[src/rtl/pipelined_ctrl_unit.sv]
// Registered control unit: decodes ID into a 10-bit control bundle and carries it through the pipeline.
// It also generates the load-use stall, inserts flush bubbles and drains the pipeline on halt.
module pipelined_ctrl_unit #(
  parameter int unsigned REG_ADDR_W = 5,
  parameter int unsigned NUM_STAGES = 3,
  parameter int unsigned LINK_REG   = 31
) (
  input  logic                  clk,
  input  logic                  reset,
  input  logic                  id_valid,
  input  logic [5:0]            id_opcode,
  input  logic [5:0]            id_func,
  input  logic [REG_ADDR_W-1:0] id_rs,
  input  logic [REG_ADDR_W-1:0] id_rt,
  input  logic [REG_ADDR_W-1:0] id_rd,
  input  logic                  flush,
  output logic                  stall,
  output logic [9:0]            ex_ctrl,
  output logic [9:0]            mem_ctrl,
  output logic [9:0]            wb_ctrl,
  output logic [REG_ADDR_W-1:0] ex_wreg,
  output logic [REG_ADDR_W-1:0] mem_wreg,
  output logic [REG_ADDR_W-1:0] wb_wreg,
  output logic                  illegal,
  output logic                  halted
);

  typedef enum logic [1:0] {S_RUN, S_DRAIN, S_HALTED} state_t;
  localparam int unsigned CNT_W = $clog2(NUM_STAGES + 1);

  state_t                r_state;
  logic [CNT_W-1:0]      r_cnt;
  logic [9:0]            r_ctrl [NUM_STAGES];
  logic [REG_ADDR_W-1:0] r_wreg [NUM_STAGES];
  logic                  r_illegal;
  logic                  r_halted;

  logic [9:0]            w_dec;
  logic [REG_ADDR_W-1:0] w_wreg;
  logic                  w_illegal;
  logic                  w_is_halt;
  logic                  w_load_use;
  logic                  w_accept;

  always_comb begin
    w_dec     = '0;
    w_illegal = 1'b0;
    w_is_halt = 1'b0;
    if (id_valid) begin
      case (id_opcode)
        6'h00: begin
          case (id_func)
            6'h20, 6'h21, 6'h22, 6'h23, 6'h24, 6'h25, 6'h26, 6'h27, 6'h2A,
            6'h00, 6'h02, 6'h03, 6'h04, 6'h06, 6'h07: begin
              w_dec[4] = 1'b1;
              w_dec[5] = 1'b1;
            end
            6'h08:   w_dec[7] = 1'b1;
            default: w_illegal = 1'b1;
          endcase
        end
        6'h02: w_dec[7] = 1'b1;
        6'h03: begin
          w_dec[7] = 1'b1;
          w_dec[5] = 1'b1;
          w_dec[8] = 1'b1;
        end
        6'h08, 6'h09, 6'h0C, 6'h0D, 6'h0E: begin
          w_dec[3] = 1'b1;
          w_dec[5] = 1'b1;
        end
        6'h04, 6'h05: w_dec[6] = 1'b1;
        6'h23: begin
          w_dec[1] = 1'b1;
          w_dec[2] = 1'b1;
          w_dec[3] = 1'b1;
          w_dec[5] = 1'b1;
        end
        6'h2B: begin
          w_dec[0] = 1'b1;
          w_dec[3] = 1'b1;
        end
        6'h3F: begin
          if (id_func == 6'h3F) w_is_halt = 1'b1;
          else                  w_illegal = 1'b1;
        end
        default: w_illegal = 1'b1;
      endcase
      w_dec[9] = 1'b1;
    end
  end

  always_comb begin
    w_wreg = '0;
    if (w_dec[5]) begin
      if (w_dec[8])      w_wreg = REG_ADDR_W'(LINK_REG);
      else if (w_dec[4]) w_wreg = id_rd;
      else               w_wreg = id_rt;
    end
  end

  assign w_load_use = r_ctrl[0][1] && (r_wreg[0] != '0) && id_valid &&
                      ((r_wreg[0] == id_rs) || (r_wreg[0] == id_rt));
  // Flush outranks both the hazard stall and the drain stall; stage0 bubbles either way.
  assign w_accept   = (r_state == S_RUN) && !flush && !w_load_use;
  assign stall      = !flush && (w_load_use || (r_state != S_RUN));

  always_ff @(posedge clk or posedge reset) begin
    if (reset) begin
      for (int unsigned k = 0; k < NUM_STAGES; k++) begin
        r_ctrl[k] <= '0;
        r_wreg[k] <= '0;
      end
      r_illegal <= 1'b0;
    end else begin
      r_ctrl[0] <= w_accept ? w_dec  : '0;
      r_wreg[0] <= w_accept ? w_wreg : '0;
      for (int unsigned k = 1; k < NUM_STAGES; k++) begin
        r_ctrl[k] <= r_ctrl[k-1];
        r_wreg[k] <= r_wreg[k-1];
      end
      r_illegal <= w_accept && w_illegal;
    end
  end

  always_ff @(posedge clk or posedge reset) begin
    if (reset) begin
      r_state  <= S_RUN;
      r_cnt    <= '0;
      r_halted <= 1'b0;
    end else begin
      case (r_state)
        S_RUN: begin
          if (w_accept && w_is_halt) begin
            r_state <= S_DRAIN;
            r_cnt   <= '0;
          end
        end
        S_DRAIN: begin
          if (r_cnt == CNT_W'(NUM_STAGES - 1)) begin
            r_state  <= S_HALTED;
            r_halted <= 1'b1;
          end else begin
            r_cnt <= r_cnt + 1'b1;
          end
        end
        S_HALTED: r_halted <= 1'b1;
        default:  r_state  <= S_RUN;
      endcase
    end
  end

  assign ex_ctrl  = r_ctrl[0];
  assign mem_ctrl = r_ctrl[1];
  assign wb_ctrl  = r_ctrl[NUM_STAGES-1];
  assign ex_wreg  = r_wreg[0];
  assign mem_wreg = r_wreg[1];
  assign wb_wreg  = r_wreg[NUM_STAGES-1];
  assign illegal  = r_illegal;
  assign halted   = r_halted;

endmodule
[config.mk]
export PLATFORM = sky130hd
export DESIGN_NAME = pipelined_ctrl_unit
export DESIGN_NICKNAME = d
export VERILOG_FILES = /design/src/rtl/pipelined_ctrl_unit.sv
export SDC_FILE = /design/constraint.sdc
export NUM_CORES = 1
export LEC_CHECK = 0
export CAP_MARGIN = 10
export CELL_PAD_IN_SITES_DETAIL_PLACEMENT = 2
export CELL_PAD_IN_SITES_GLOBAL_PLACEMENT = 2
export CORE_MARGIN = 2
export CORE_UTILIZATION = 28
export CTS_CLUSTER_DIAMETER = 50
export DETAILED_ROUTE_END_ITERATION = 12
export PLACE_DENSITY_LB_ADDON = 0.1
export SKIP_LAST_GASP = 1
export SYNTH_ARGS = -nofsm -noshare
export SYNTH_HDL_FRONTEND = slang
export SYNTH_SLANG_ARGS = --single-unit
[constraint.sdc]
create_clock -name clk -period 3.9 [get_ports clk]
set_input_delay 0.78 -clock clk [delete_from_list [all_inputs] [get_ports clk]]
set_output_delay 0.78 -clock clk [all_outputs]
set_load 0.02 [all_outputs]
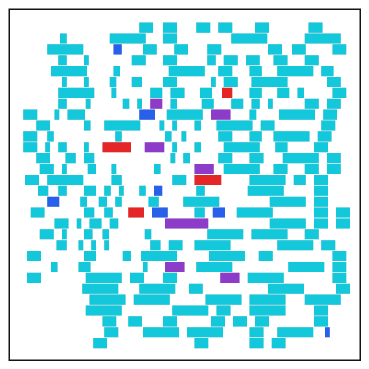
(images/sizes.png)
Scale: 4 px per µm.
legend:
  red:
    size: _3 and _4 cells
    cells: 4
  purple:
    size: _6 and larger
    cells: 7
  blue:
    size: _2 cells
    cells: 7
  cyan:
    size: _0 and _1 cells
    cells: 219
area added between synthesis and finish: 47.9%
final instance area: 2880 µm²
nonclk buf count: 78
Setup WS post-layout: 0.359 ns

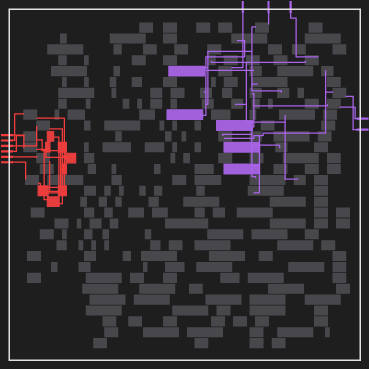
(images/io_fan.png)
Scale: 4 px per µm.
legend:
  purple:
    port: `ex_wreg`
    bits: 5
    direction: output
    end_cells: 5
    buffers: 5
    wire: 342 µm
  red:
    port: `id_func`
    bits: 6
    direction: input
    end_cells: 8
    buffers: 6
    wire: 186 µm
Top Ports: 79
PortBufs: 78

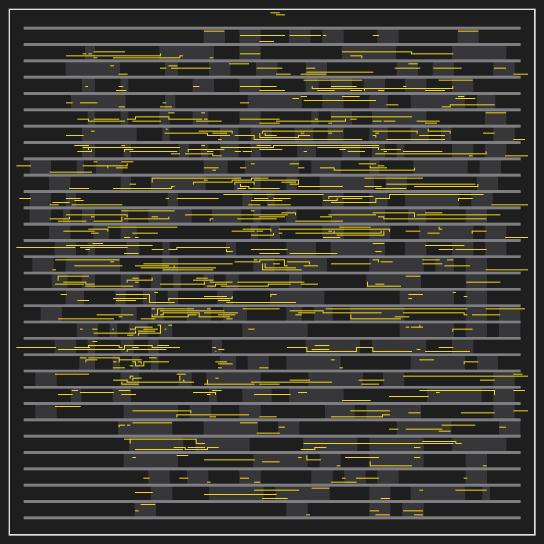
(images/layer_met1.png)
Scale: 6 px per µm. Supply wires on this layer in gray. Cells faint in the background.
nets with wire on the layer: 229
share of all routed wire: 40%
main direction: horizontal
vias: 1534
routed wire length: 5290 µm

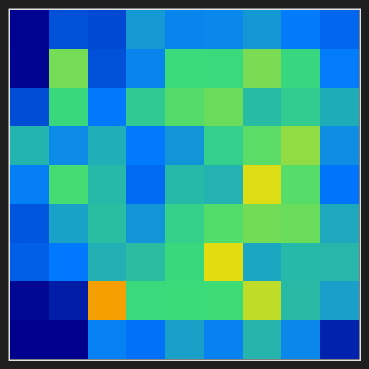
(images/cell_density.png)
Scale: 4 px per µm. 9 x 9 tiles, from dark blue (low) to red (high), 0 to 100% covered.
densest ninth of the die: east
nearly empty tiles: 6.2%
tiles over 75% full: 1.2%
Layout Utilization: 42.6%
Initial Utilization: 28.8%

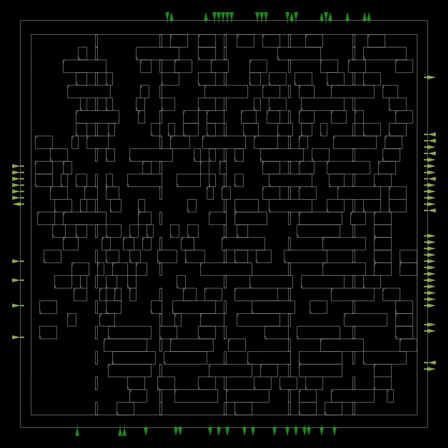
(images/placement.png)
Rows: 30
Seq/total area: 41.7%
# Taps: 80
Post-Layout Cell Count: 317
Fill cells: 696

==> out/qor.yml <==
routing:
  drt_iter0_drc: 32
  firstDrtPassIters: 4
  ant_nets: 0
  drc_errors: 0
  routedWlPerCell_um: 16.7
setup_path:
  r2r-end: "ex_ctrl[7]$_DFF_PP0_"
  crit_path_top_delay_cell: "clkdlybuf4s50_1"
  cp.required_ns: 3.12
  r2r-start: "ex_wreg[0]$_DFF_PP0_"
  arrival_ns: 2.76
  end_kind: "output port"
  crit_fanout: 3
  slowest_delay_ns: 0.61
  r2r_slack_ns: 1.64
  worstPathCellList: "clkdlybuf4s50_1 > xnor2_1 > nand3_1 > o22ai_1 > a211oi_1 > nor2_1 > clkdlybuf4s50_1"
  startpoint: "id_rs[0]"
run:
  cap_violations: 0
  warnings: 26
placed_design:
  place_area_um2: 2760
  place.gp.congestion: 0.780
  pre_cts_ws_ns: 0.336
grt:
  grt_pass1_wl_um: 8610
  grt_pass1_vias: 1728
  antenna_found_initial: 0
  gr-total-overflow: 0
die:
  die_area_um2: 7630
  die-height_um: 87.4
hold_path:
  hp-start: "mem_ctrl[3]$_DFF_PP0_"
  hp-class: "reg -> reg"
  hold_end: "wb_ctrl[3]$_DFF_PP0_"
final_timing:
  fmax_ghz: 0.282
  skew_ns: 0.0123
  whs_ns: 0.377
  setup_viol_count_final: 0
  worstMarginPinSlew_ns: 0.984
  period_needed_ns: 3.54
  relSlewSlack_pct: 34.3
  rsz0062_at_grt: "no"
  finalHoldViolations: 0
  fin_tns_setup_ns: 0
  finalCritPeriodShare_pct: 90.8
pwr:
  swShare_pct: 22.7
  pg_clk_mw: 0.367
  p_seq_mw: 0.497
  vdd.ir_drop.worst_uv: 141
  clkPwrFrac_pct: 38.9
  p_total_mw: 0.945
  power_leakage_nw: 1.31
  p_comb_mw: 0.0807
  seq_power_share_pct: 52.6
  power_density_nw_per_um2: 328
clock_network:
  cts_resized: 0
  cts-root-buf: "clkbuf_8"
  clock_path_buffers: 2
  insertion_delay_ns: 0.30
  clkSinkCount: 48
  cts_buffers: 5
synthesis:
  synth-main-ff-cell: "dfrtp_1"
  top_cell: "dfrtp_1"
  ys_chip_area_um2: 1950
  edf_count: 0
  ys_cells: 158
  common_cells: "dfrtp_1 (48), nor2_1 (12), xnor2_1 (10)"
  synth.avg_cell_area_um2: 12.3
  netlist.top_cell.by_area: "dfrtp_1"
  synthArstFlopShare_pct: 100
  top_area_share_pct: 61.7
  synth_nets: 190
cells_and_area:
  lay_top_cells: "clkdlybuf4s50_1 (78), dfrtp_1 (48), nor2_1 (12)"
  final_layout_size_suffix_gt1_share_pct: 7.59
  layout.nets: 268
  layout_top_cell: "clkdlybuf4s50_1"
  antenna_cells: 0
status:
  status: "finished clean"
==> routing by layer <==
metal  vias up  part of all wire, %  GRT usage (%)
met5         -                    0              0
met4         0                  2.2           5.87
met3         8                  4.9           3.32
met2        52                   53           26.9
met1       769                   40           16.8
li1        705                    -              -
==> critical path, delay by kind of cell <==
| family | cells | cell delay [ns] |
|---|---|---|
| buffers and inverters | 2 | 1.10 |
| AND-OR/OR-AND | 2 | 0.51 |
| AND/OR/NAND/NOR | 2 | 0.24 |
| XOR/XNOR | 1 | 0.13 |
==> kinds of logic after synthesis <==
kind of cell / share of synthesized area [%]
XOR/XNOR: 4.50
AND-OR/OR-AND: 12.7
adder cells (fa/ha/maj): 0.643
flip-flops: 61.7
AND/OR/NAND/NOR: 15.8
buffers and inverters: 4.63
==> sequential cells by signal, indices dropped and copies added (netlist names) <==
register / count
illegal: 1
r_state: 2
mem_ctrl: 9
wb_ctrl: 9
ex_ctrl: 9
wb_wreg: 5
r_cnt: 2
halted: 1
mem_wreg: 5
ex_wreg: 5
==> final cells by class <==
| cell class | count | area (µm²) | share of cell area, % |
|---|---|---|---|
| multi-input combinational | 96 | 654 | 22.7 |
| clock inverter | 3 | 46.3 | 1.61 |
| sequential | 48 | 1200 | 41.7 |
| inverter | 7 | 26.3 | 0.913 |
| tap | 80 | 100 | 3.48 |
| timing repair buffer | 78 | 781 | 27.1 |
| clock buffer | 5 | 68.8 | 2.39 |
==> worst max path at each step <==
| stage | end | slack (ns) |
|---|---|---|
| floorplan | stall | 1.48 |
| finish | stall | 0.36 |
| CTS | stall | 0.33 |
| global route | stall | 0.27 |
| detailed placement | stall | 0.34 |
| global placement | stall | 0.45 |
No activity file was given, so power comes from the tool's default toggle rates.
